[src/rtl/liteeth_sram_pkt_ctrl.sv]
// liteeth_sram_pkt_ctrl: store-and-forward RX packet buffer controller.
// MAC words are written through SRAM port 0 and committed per packet to a
// descriptor FIFO; committed packets are replayed through the registered
// read port 1 into a 2-entry skid buffer feeding a valid/ready stream.
// Packets that do not fit (or find the descriptor FIFO full) are dropped.
// Optional feature: define LITEETH_SRAM_CTRL_STATS_EN to add the
// drop_count / pkt_count statistics outputs.
module liteeth_sram_pkt_ctrl #(
    parameter int ADDR_WIDTH = 9,
    parameter int DEPTH      = 384,
    parameter int DESC_DEPTH = 8
) (
    input  logic                  sys_clk,
    input  logic                  sys_rst,
    input  logic                  sink_valid,
    output logic                  sink_ready,
    input  logic [31:0]           sink_data,
    input  logic                  sink_last,
    input  logic [3:0]            sink_be,
    output logic                  source_valid,
    input  logic                  source_ready,
    output logic [31:0]           source_data,
    output logic                  source_last,
    output logic [3:0]            source_be,
    output logic                  sram_csb0,
    output logic                  sram_web0,
    output logic [3:0]            sram_wmask0,
    output logic [ADDR_WIDTH-1:0] sram_addr0,
    output logic [31:0]           sram_din0,
    output logic                  sram_csb1,
    output logic [ADDR_WIDTH-1:0] sram_addr1,
    input  logic [31:0]           sram_dout1,
`ifdef LITEETH_SRAM_CTRL_STATS_EN
    output logic [15:0]           drop_count,
    output logic [15:0]           pkt_count,
`endif
    output logic [ADDR_WIDTH:0]   level
);
    // Length / occupancy width: a packet may be exactly DEPTH words long.
    localparam int LW = ADDR_WIDTH + 1;
    localparam int DW = $clog2(DESC_DEPTH);

    typedef enum logic {IDLE = 1'b0, STREAM = 1'b1} state_t;

    function automatic logic [ADDR_WIDTH-1:0] ptr_inc(input logic [ADDR_WIDTH-1:0] p);
        return (p == ADDR_WIDTH'(DEPTH - 1)) ? '0 : p + ADDR_WIDTH'(1);
    endfunction

    // Write side state
    logic [ADDR_WIDTH-1:0] wr_cur, wr_commit, rd_ptr;
    logic                  full, drop;
    logic [LW-1:0]         pkt_len, used, free_w;
    logic                  accept, drop_now, wr_en, commit, rewind;

    // Descriptor FIFO; the entry of the packet being streamed stays
    // resident until its last word is accepted downstream.
    logic [LW-1:0]         desc_len [DESC_DEPTH];
    logic [3:0]            desc_be  [DESC_DEPTH];
    logic [DW-1:0]         desc_wr, desc_rd, take_idx;
    logic [DW:0]           desc_cnt;
    logic                  desc_full;

    // Read side state
    state_t                state, state_nxt;
    logic [LW-1:0]         remaining, rem_eff;
    logic [3:0]            act_be, be_eff, be_tag;
    logic                  take, issue, pop, last_accept;
    logic [1:0]            occ, skid_cnt;
    logic                  skid_head, skid_tail;
    logic                  vld_p0, last_p0;
    logic [3:0]            be_p0;
    logic [31:0]           skid_data_p1 [2];
    logic                  skid_last_p1 [2];
    logic [3:0]            skid_be_p1   [2];

    // Occupancy, accept/drop decisions and SRAM port 0 drive
    always_comb begin
        if (full)
            used = LW'(DEPTH);
        else if (wr_cur >= rd_ptr)
            used = {1'b0, wr_cur} - {1'b0, rd_ptr};
        else
            used = {1'b0, wr_cur} + LW'(DEPTH) - {1'b0, rd_ptr};
        free_w      = LW'(DEPTH) - used;
        sink_ready  = !sys_rst;
        accept      = sink_valid && sink_ready;
        drop_now    = drop || (free_w == '0);
        wr_en       = accept && !drop_now;
        desc_full   = (desc_cnt == (DW+1)'(DESC_DEPTH));
        commit      = accept && sink_last && !drop_now && !desc_full;
        rewind      = accept && sink_last && !commit;
        sram_csb0   = !wr_en;
        sram_web0   = !wr_en;
        sram_wmask0 = 4'hF;
        sram_addr0  = wr_cur;
        sram_din0   = sink_data;
        level       = used;
    end

    // Write pointer, commit pointer, drop flag and in-progress length
    always_ff @(posedge sys_clk) begin
        if (sys_rst) begin
            wr_cur    <= '0;
            wr_commit <= '0;
            drop      <= 1'b0;
            pkt_len   <= '0;
        end else if (accept) begin
            if (commit) begin
                wr_cur    <= ptr_inc(wr_cur);
                wr_commit <= ptr_inc(wr_cur);
                pkt_len   <= '0;
                drop      <= 1'b0;
            end else if (rewind) begin
                wr_cur    <= wr_commit;
                pkt_len   <= '0;
                drop      <= 1'b0;
            end else if (wr_en) begin
                wr_cur    <= ptr_inc(wr_cur);
                pkt_len   <= pkt_len + LW'(1);
            end else begin
                drop      <= 1'b1;
            end
        end
    end

    // Full flag: separates used==DEPTH from used==0 when wr_cur==rd_ptr
    always_ff @(posedge sys_clk) begin
        if (sys_rst)
            full <= 1'b0;
        else if (rewind)
            full <= full && (pkt_len == '0) && !issue;
        else if (issue)
            full <= 1'b0;
        else if (wr_en)
            full <= (ptr_inc(wr_cur) == rd_ptr);
    end

    // Descriptor FIFO pointers; push on commit, release on last accept
    always_ff @(posedge sys_clk) begin
        if (sys_rst) begin
            desc_wr  <= '0;
            desc_rd  <= '0;
            desc_cnt <= '0;
        end else begin
            if (commit)
                desc_wr <= desc_wr + DW'(1);
            if (last_accept)
                desc_rd <= desc_rd + DW'(1);
            desc_cnt <= desc_cnt + (DW+1)'(commit) - (DW+1)'(last_accept);
        end
    end

    // Read FSM state register
    always_ff @(posedge sys_clk) begin
        if (sys_rst)
            state <= IDLE;
        else
            state <= state_nxt;
    end

    // Read FSM next state, descriptor take and read-issue decision
    always_comb begin
        state_nxt    = state;
        take         = 1'b0;
        take_idx     = desc_rd;
        rem_eff      = remaining;
        be_eff       = act_be;
        be_tag       = 4'hF;
        source_valid = (skid_cnt != 2'd0);
        pop          = source_valid && source_ready;
        last_accept  = pop && skid_last_p1[skid_head];
        occ          = skid_cnt + {1'b0, vld_p0} - {1'b0, pop};
        if (state == IDLE) begin
            take = (desc_cnt != '0);
        end else if (last_accept) begin
            take_idx = desc_rd + DW'(1);
            take     = (desc_cnt > (DW+1)'(1));
        end
        if (take) begin
            rem_eff   = desc_len[take_idx];
            be_eff    = desc_be[take_idx];
            state_nxt = STREAM;
        end else if (last_accept) begin
            state_nxt = IDLE;
        end
        issue = !sys_rst && (rem_eff != '0) && (occ < 2'd2);
        if (rem_eff == LW'(1))
            be_tag = be_eff;
    end

    assign sram_csb1   = !issue;
    assign sram_addr1  = rd_ptr;
    assign source_data = skid_data_p1[skid_head];
    assign source_last = source_valid && skid_last_p1[skid_head];
    assign source_be   = source_valid ? skid_be_p1[skid_head] : 4'h0;

    // Read pointer, remaining count, in-flight flag and skid occupancy
    always_ff @(posedge sys_clk) begin
        if (sys_rst) begin
            remaining <= '0;
            rd_ptr    <= '0;
            vld_p0    <= 1'b0;
            skid_cnt  <= 2'd0;
            skid_head <= 1'b0;
            skid_tail <= 1'b0;
        end else begin
            remaining <= rem_eff - LW'(issue);
            vld_p0    <= issue;
            if (issue)
                rd_ptr <= ptr_inc(rd_ptr);
            if (vld_p0)
                skid_tail <= ~skid_tail;
            if (pop)
                skid_head <= ~skid_head;
            skid_cnt <= skid_cnt + {1'b0, vld_p0} - {1'b0, pop};
        end
    end

    // Datapath: descriptor storage, read tags (p0) and skid capture (p1)
    always_ff @(posedge sys_clk) begin
        if (commit) begin
            desc_len[desc_wr] <= pkt_len + LW'(1);
            desc_be[desc_wr]  <= sink_be;
        end
        if (take)
            act_be <= be_eff;
        last_p0 <= (rem_eff == LW'(1));
        be_p0   <= be_tag;
        if (vld_p0) begin
            skid_data_p1[skid_tail] <= sram_dout1;
            skid_last_p1[skid_tail] <= last_p0;
            skid_be_p1[skid_tail]   <= be_p0;
        end
    end

`ifdef LITEETH_SRAM_CTRL_STATS_EN
    function automatic logic [15:0] sat_inc16(input logic [15:0] v);
        return (v == 16'hFFFF) ? v : v + 16'd1;
    endfunction

    // Packet statistics: commits wrap, drops saturate
    always_ff @(posedge sys_clk) begin
        if (sys_rst) begin
            drop_count <= 16'd0;
            pkt_count  <= 16'd0;
        end else begin
            if (commit)
                pkt_count <= pkt_count + 16'd1;
            if (rewind)
                drop_count <= sat_inc16(drop_count);
        end
    end
`endif

endmodule

[config.mk]
export PLATFORM = sky130hd
export DESIGN_NAME = liteeth_sram_pkt_ctrl
export DESIGN_NICKNAME = d
export VERILOG_FILES = /design/src/rtl/liteeth_sram_pkt_ctrl.sv
export SDC_FILE = /design/constraint.sdc
export NUM_CORES = 1
export LEC_CHECK = 0
export ABC_CLOCK_PERIOD_IN_PS = 9500
export CAP_MARGIN = 20
export CORE_UTILIZATION = 60
export DETAILED_ROUTE_END_ITERATION = 10
export HOLD_SLACK_MARGIN = 0.06
export PLACE_DENSITY = 0.95
export SLEW_MARGIN = 10
export SYNTH_ARGS = -nofsm -noshare
export SYNTH_HDL_FRONTEND = slang
export SYNTH_SLANG_ARGS = --single-unit
[constraint.sdc]
create_clock -name sys_clk -period 9.5 [get_ports sys_clk]
set_input_delay 1.9 -clock sys_clk [delete_from_list [all_inputs] [get_ports sys_clk]]
set_output_delay 1.9 -clock sys_clk [all_outputs]
set_load 0.01 [all_outputs]
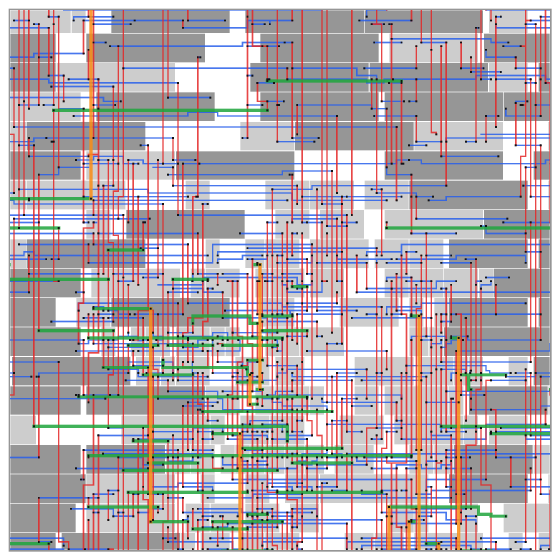
Run 1: close-up of the layout
Region (50, 80) to (100, 130) um. Cells in gray, sequential cells in the stronger gray; small squares are vias.
legend:
  metal 1:
    color: blue
  metal 4:
    color: orange
  metal 3:
    color: green
  metal 2:
    color: red
cells with their middle in the window: 146
sequential cells in the window: 38
most frequent: edfxtp_1 (31), nand2_1 (11), nor2_1 (10)
netlist names of flops here include: desc_len (18), desc_be (13), remaining (5)

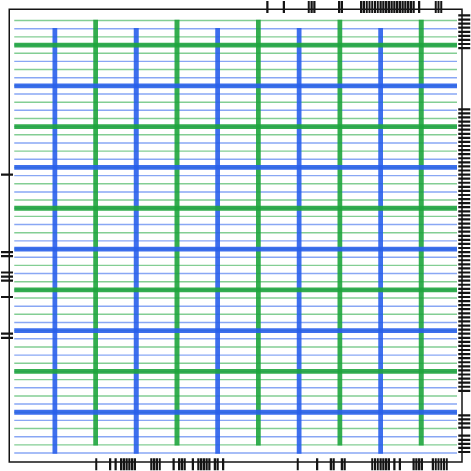
Run 1: floorplan with the power grid
Drawn at 3 px/um. Pins as bars on the die edge.
legend:
  VDD:
    color: green
  VSS:
    color: blue
signal pins: 179
rows: 53
met1 rails: 54
met5 straps: 10
die width: 150 um
chip height: 150 um
core footprint: 21300 um^2

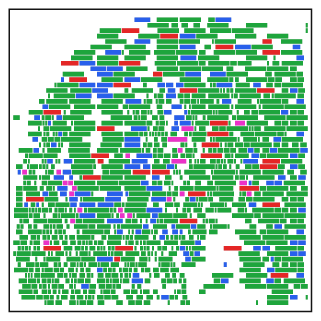
Run 1: drive-strength map
Drawn at 2 px/um.
legend:
  _6 and larger:
    color: red
    cells: 35
  _0 and _1 cells:
    color: green
    cells: 955
  _3 and _4 cells:
    color: magenta
    cells: 22
  _2 cells:
    color: blue
    cells: 138
Signal buffers: 127
area delta synth->final: 15.4%
slack of the critical path: 1280 ps
Final Cell Area: 15200 um^2

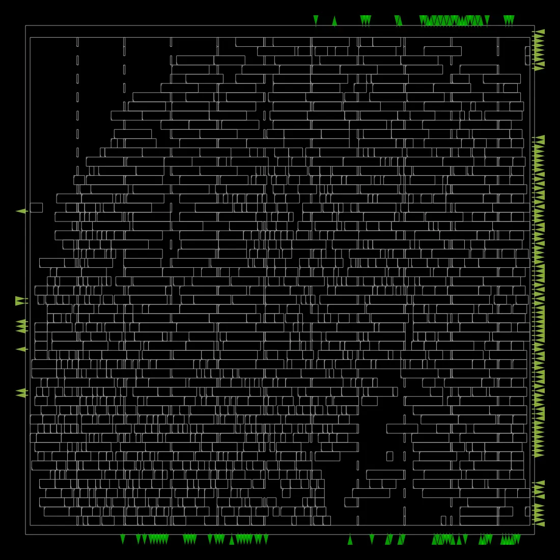
Run 1: cell outlines without signal wires
num rows: 53
# Taps: 275
Finished Core Util: 0.716
fill cell count: 1389

==> flow_summary_export.csv, run 1 <==
group,metric,value,unit
global_routing,grt_use_met3,0.0567,
cts,cts_buffers,27,
yosys,edf_count,190,
yosys,ys_sh_adder,0.0468,
yosys,yosys.area.top_type,"edfxtp_1",
yosys,aoi_share,0.0947,
yosys,flop_cell,"edfxtp_1",
final_timing,relSlewSlack,0.348,
detailed_routing,wl_met1,12.0,mm
min_path,min_path_cells,0,
final_layout,comb-cell-share,0.354,
setup_path,reg2reg_depth,16,
final_layout,finalNetCount,1246,
final_timing,fmax,0.122,GHz
yosys,yosysWarnings,0,
yosys,xor_share,0.0317,
yosys,top_area_frac,0.432,
yosys,syn_avg_cell_area,12.5,um^2
final_timing,post-route-period-util,0.866,
global_routing,use_met1,0.366,
yosys,ys_cells,1059,
detailed_routing,wl_met2,15.1,mm
cts,cts_sinks,261,
pwr,p_leak,5.13,nW
yosys,ys_types,78,
final_timing,drv_slew,0,
final_layout,final_layout_top_logic_cell,"edfxtp_1",
final_timing,finalSetupViolations,0,
final_layout,regArea,7130,um^2
final_layout,multiInputGateArea,5400,um^2
final_layout,layoutNonFillerInstCount,1425,
global_routing,grt_use_total,0.281,
final_timing,rsz0062_at_grt,"false",
pwr,peakVddDrop,0.149,mV
place,dp_slack,1380,ps
yosys,yosys_area,13200,um^2
run,warnings,37,
cts,ctsResizeCount,0,
yosys,numSynthFlops,261,
final_timing,whs,432,ps
final_layout,clk_share,0.0582,
place,portBuffers,110,
setup_path,cp_slowest_stage_delay,550,ps
final_layout,logic_gates,647,
final_layout,area_dominant_class,"flip-flops and latches",
final_layout,sh_seq_area,0.468,
pwr,pwr_density_cell,257,nW/um^2
setup_path,worst-path-stages,13,
global_routing,grt_pass1_wl,48.3,mm
place,dp_hpwl,21.3,mm
pwr,finalPower,3.91,mW
cts,hold_buffers,0,
run,cap_viol_max_count,0,
status,outcome,"complete, no violations",
yosys,top_cells_by_area,"edfxtp_1 43%, dfxtp_1 11%, mux4_2 6.5%",
min_path,hp-class,"reg2reg",
yosys,syn_area,13200,um^2
setup_path,crit_type,"in2out",
final_timing,worst_pin_slew,959,ps
detailed_routing,viasPerCell,6.38,
setup_path,start_kind,"input port",
setup_path,cpLargestDelayFamily,"buffers and inverters",
detailed_routing,drc_errors,0,
cts,cts_root_buffer,"clkbuf_16",
global_routing,antenna_found_initial,0,
setup_path,end_kind,"primary output",
final_timing,period_needed,8220,ps
setup_path,critPathMaxFanout,21,
detailed_routing,drt-initial-drc-count,1016,
yosys,synthSimpleGateAreaFrac,0.107,
final_layout,lay_top_cells,"190 x edfxtp_1, 109 x clkdlybuf4s50_1, 69 x dfxtp_1",
cts,tritoncts,"yes",
detailed_routing,highest_layer,"met4",
cts,clk_latency,530,ps
final_timing,fin_skew,9.53,ps
cts,post-cts-setup-buffer-count,0,
detailed_routing,met3_length,3.12,mm
final_layout,antenna_cells,0,
detailed_routing,routedWlPerCell,22.0,um
final_timing,fin_tns_setup,0,ps
floorplan,dieArea,22600,um^2
yosys,yosys-top-cells-count,"190 x edfxtp_1, 71 x dfxtp_1, 66 x nor2_1",
yosys,synthTopLogicFamily,"multiplexers",
cts,cts_buffer_depth,3,
final_timing,final-hold-violation-count,0,
global_routing,first_global_vias,8980,
-- run 1: power breakdown --
part / switching, mW / internal, mW / total (mW)
Sequential: 0.100 / 1.39 / 1.49
Clock: 0.427 / 0.620 / 1.05
Combinational: 0.736 / 0.639 / 1.38
Total: 1.26 / 2.65 / 3.91
-- run 1: registers in the layout (all words and copies together), names as in the netlist, 4 cells and up, named ones only --
name          flops
sram_addr1        9
be_p0             4
desc_cnt          4
skid_be_p1        8
sram_addr0        9
desc_len         80
pkt_len          10
desc_be          32
skid_data_p1     64
wr_commit         9
act_be            4
remaining        10
-- run 1: worst paths after layout --
kind	startpoint	to	slack [ps]
min reg2reg	be_p0[0]	skid_be_p1[1][0]	430
max	source_ready	sram_csb1	1280
min	be_p0[0]	skid_be_p1[1][0]	430
max reg2reg	flop	remaining[8]	3890
==> run 2, diff against run 1 <==
- ABC_AREA: default -> 0
- GPL_TIMING_DRIVEN: default -> 1
- HOLD_SLACK_MARGIN: 0.06 -> 0.12
==> run 2 against run 1 <==
Compared with the run above: register-to-register slack about the same; highest routed layer unchanged; via count unchanged; total power unchanged.
==> flow_summary_export.csv, run 2 <==
group,metric,value,unit
floorplan,row_count,53,
pwr,switchingPower,1.26,mW
setup_path,start_kind,"input port",
pwr,peakVddDrop,0.149,mV
setup_path,crit_start,"source_ready",
cts,hold_buffers,0,
setup_path,cpLargestDelayFamily,"buffers and inverters",
pwr,swShare,0.323,
final_layout,lay_top_cells,"190 x edfxtp_1, 109 x clkdlybuf4s50_1, 69 x dfxtp_1",
final_layout,regArea,7130,um^2
final_layout,largest_reg_flops,80,
final_layout,final_area,15200,um^2
final_layout,layoutNonFillerInstCount,1425,
yosys,syn_area,13200,um^2
setup_path,worst-path-stages,13,
detailed_routing,wl_met1,12.0,mm
setup_path,crit_end,"sram_csb1",
yosys,top_area_frac,0.432,
floorplan,die_h,150,um
min_path,min_path_cells,0,
min_path,hold_path_end,"skid_be_p1[1][0]",
final_timing,worst_pin_slew,959,ps
yosys,flop_cell,"edfxtp_1",
final_timing,fin_tns_setup,0,ps
final_timing,finalSetupViolations,0,
status,outcome,"complete, no violations",
final_layout,layout.non_clock_buffers,127,
min_path,hp-class,"reg2reg",
cts,cts_sinks,261,
final_layout,sh_seq_area,0.468,
setup_path,r2r-end,"remaining[8]",
final_layout,multiInputGateArea,5400,um^2
detailed_routing,viasPerCell,6.38,
final_timing,rsz0062_at_grt,"false",
detailed_routing,highest_layer,"met4",
final_layout,utilization,0.716,
cts,clk_latency,530,ps
final_layout,reg_top3,"desc_len: 80 flops, skid_data_p1: 64 flops, desc_be: 32 flops",
global_routing,antenna_found_initial,0,
final_layout,clk_share,0.0582,
final_timing,drv_slew,0,
final_layout,fillerInstances,1389,
final_timing,final-hold-violation-count,0,
yosys,aoi_share,0.0947,
pwr,p_comb_frac,0.352,
run,warnings,37,
yosys,ys_types,78,
yosys,xor_share,0.0317,
detailed_routing,wl_met2,15.1,mm
final_layout,area_delta_synth_final,15.4,%
final_layout,finalNetCount,1246,
place,portBuffers,110,
setup_path,crit_type,"in2out",
pwr,p_int,2.65,mW
yosys,ys_sh_adder,0.0468,
final_timing,post-route-period-util,0.866,
final_timing,whs,432,ps
yosys,yosys.area.top_type,"edfxtp_1",
run,cap_viol_max_count,0,
setup_path,r2r_setup_slack,3890,ps
final_layout,comb-cell-share,0.354,
global_routing,first_global_vias,8980,
yosys,syn_avg_cell_area,12.5,um^2
yosys,edf_count,190,
setup_path,end_kind,"primary output",
detailed_routing,drc_errors,0,
-- run 2: cell counts after synthesis --
No cell type changed its count.
-- run 2: layer usage --
| metal | vias up | GRT usage |
|---|---|---|
| met2 | 537 | 0.468 |
| met3 | 98 | 0.0567 |
| met1 | 4399 | 0.366 |
| met5 | - | 0 |
| met4 | 0 | 0.0995 |
| li1 | 4064 | - |
-- run 2: power groups by stage --
| stage | Combinational, mW | Sequential [mW] | Clock (mW) |
|---|---|---|---|
| floorplan | 0.899 | 1.46 | 0 |
| global placement | 1.30 | 1.50 | 0 |
| detailed placement | 1.34 | 1.51 | 0 |
| CTS | 1.35 | 1.49 | 1.06 |
| global route | 1.49 | 1.51 | 1.10 |
| finish | 1.38 | 1.49 | 1.05 |
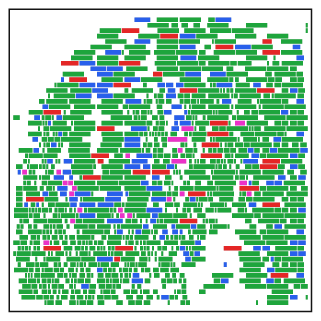
Run 2: drive-strength map
Drawn at 2 px/um.
legend:
  _2 cells:
    color: blue
    cells: 138
  _6 and larger:
    color: red
    cells: 35
  _0 and _1 cells:
    color: green
    cells: 955
  _3 and _4 cells:
    color: magenta
    cells: 22

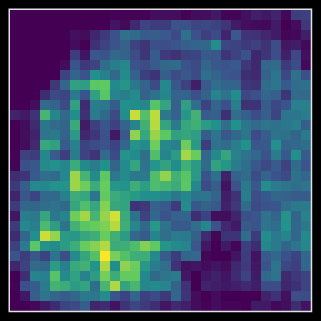
Run 2: wire density map
Drawn at 2 px/um. 30 x 30 tiles, from dark purple (low) to yellow (high), scaled to the fullest tile. Values are wire area over tile area, all layers added.
densest ninth of the die: center
emptiest ninth of the die: upper left
mean over tiles: 0.23
total wire length: 31.3 mm
GRT Overall Usage: 0.281
post-DR wirelength/cell: 22.0 um
via count: 9098

Power is estimated from default activity; no workload was simulated.
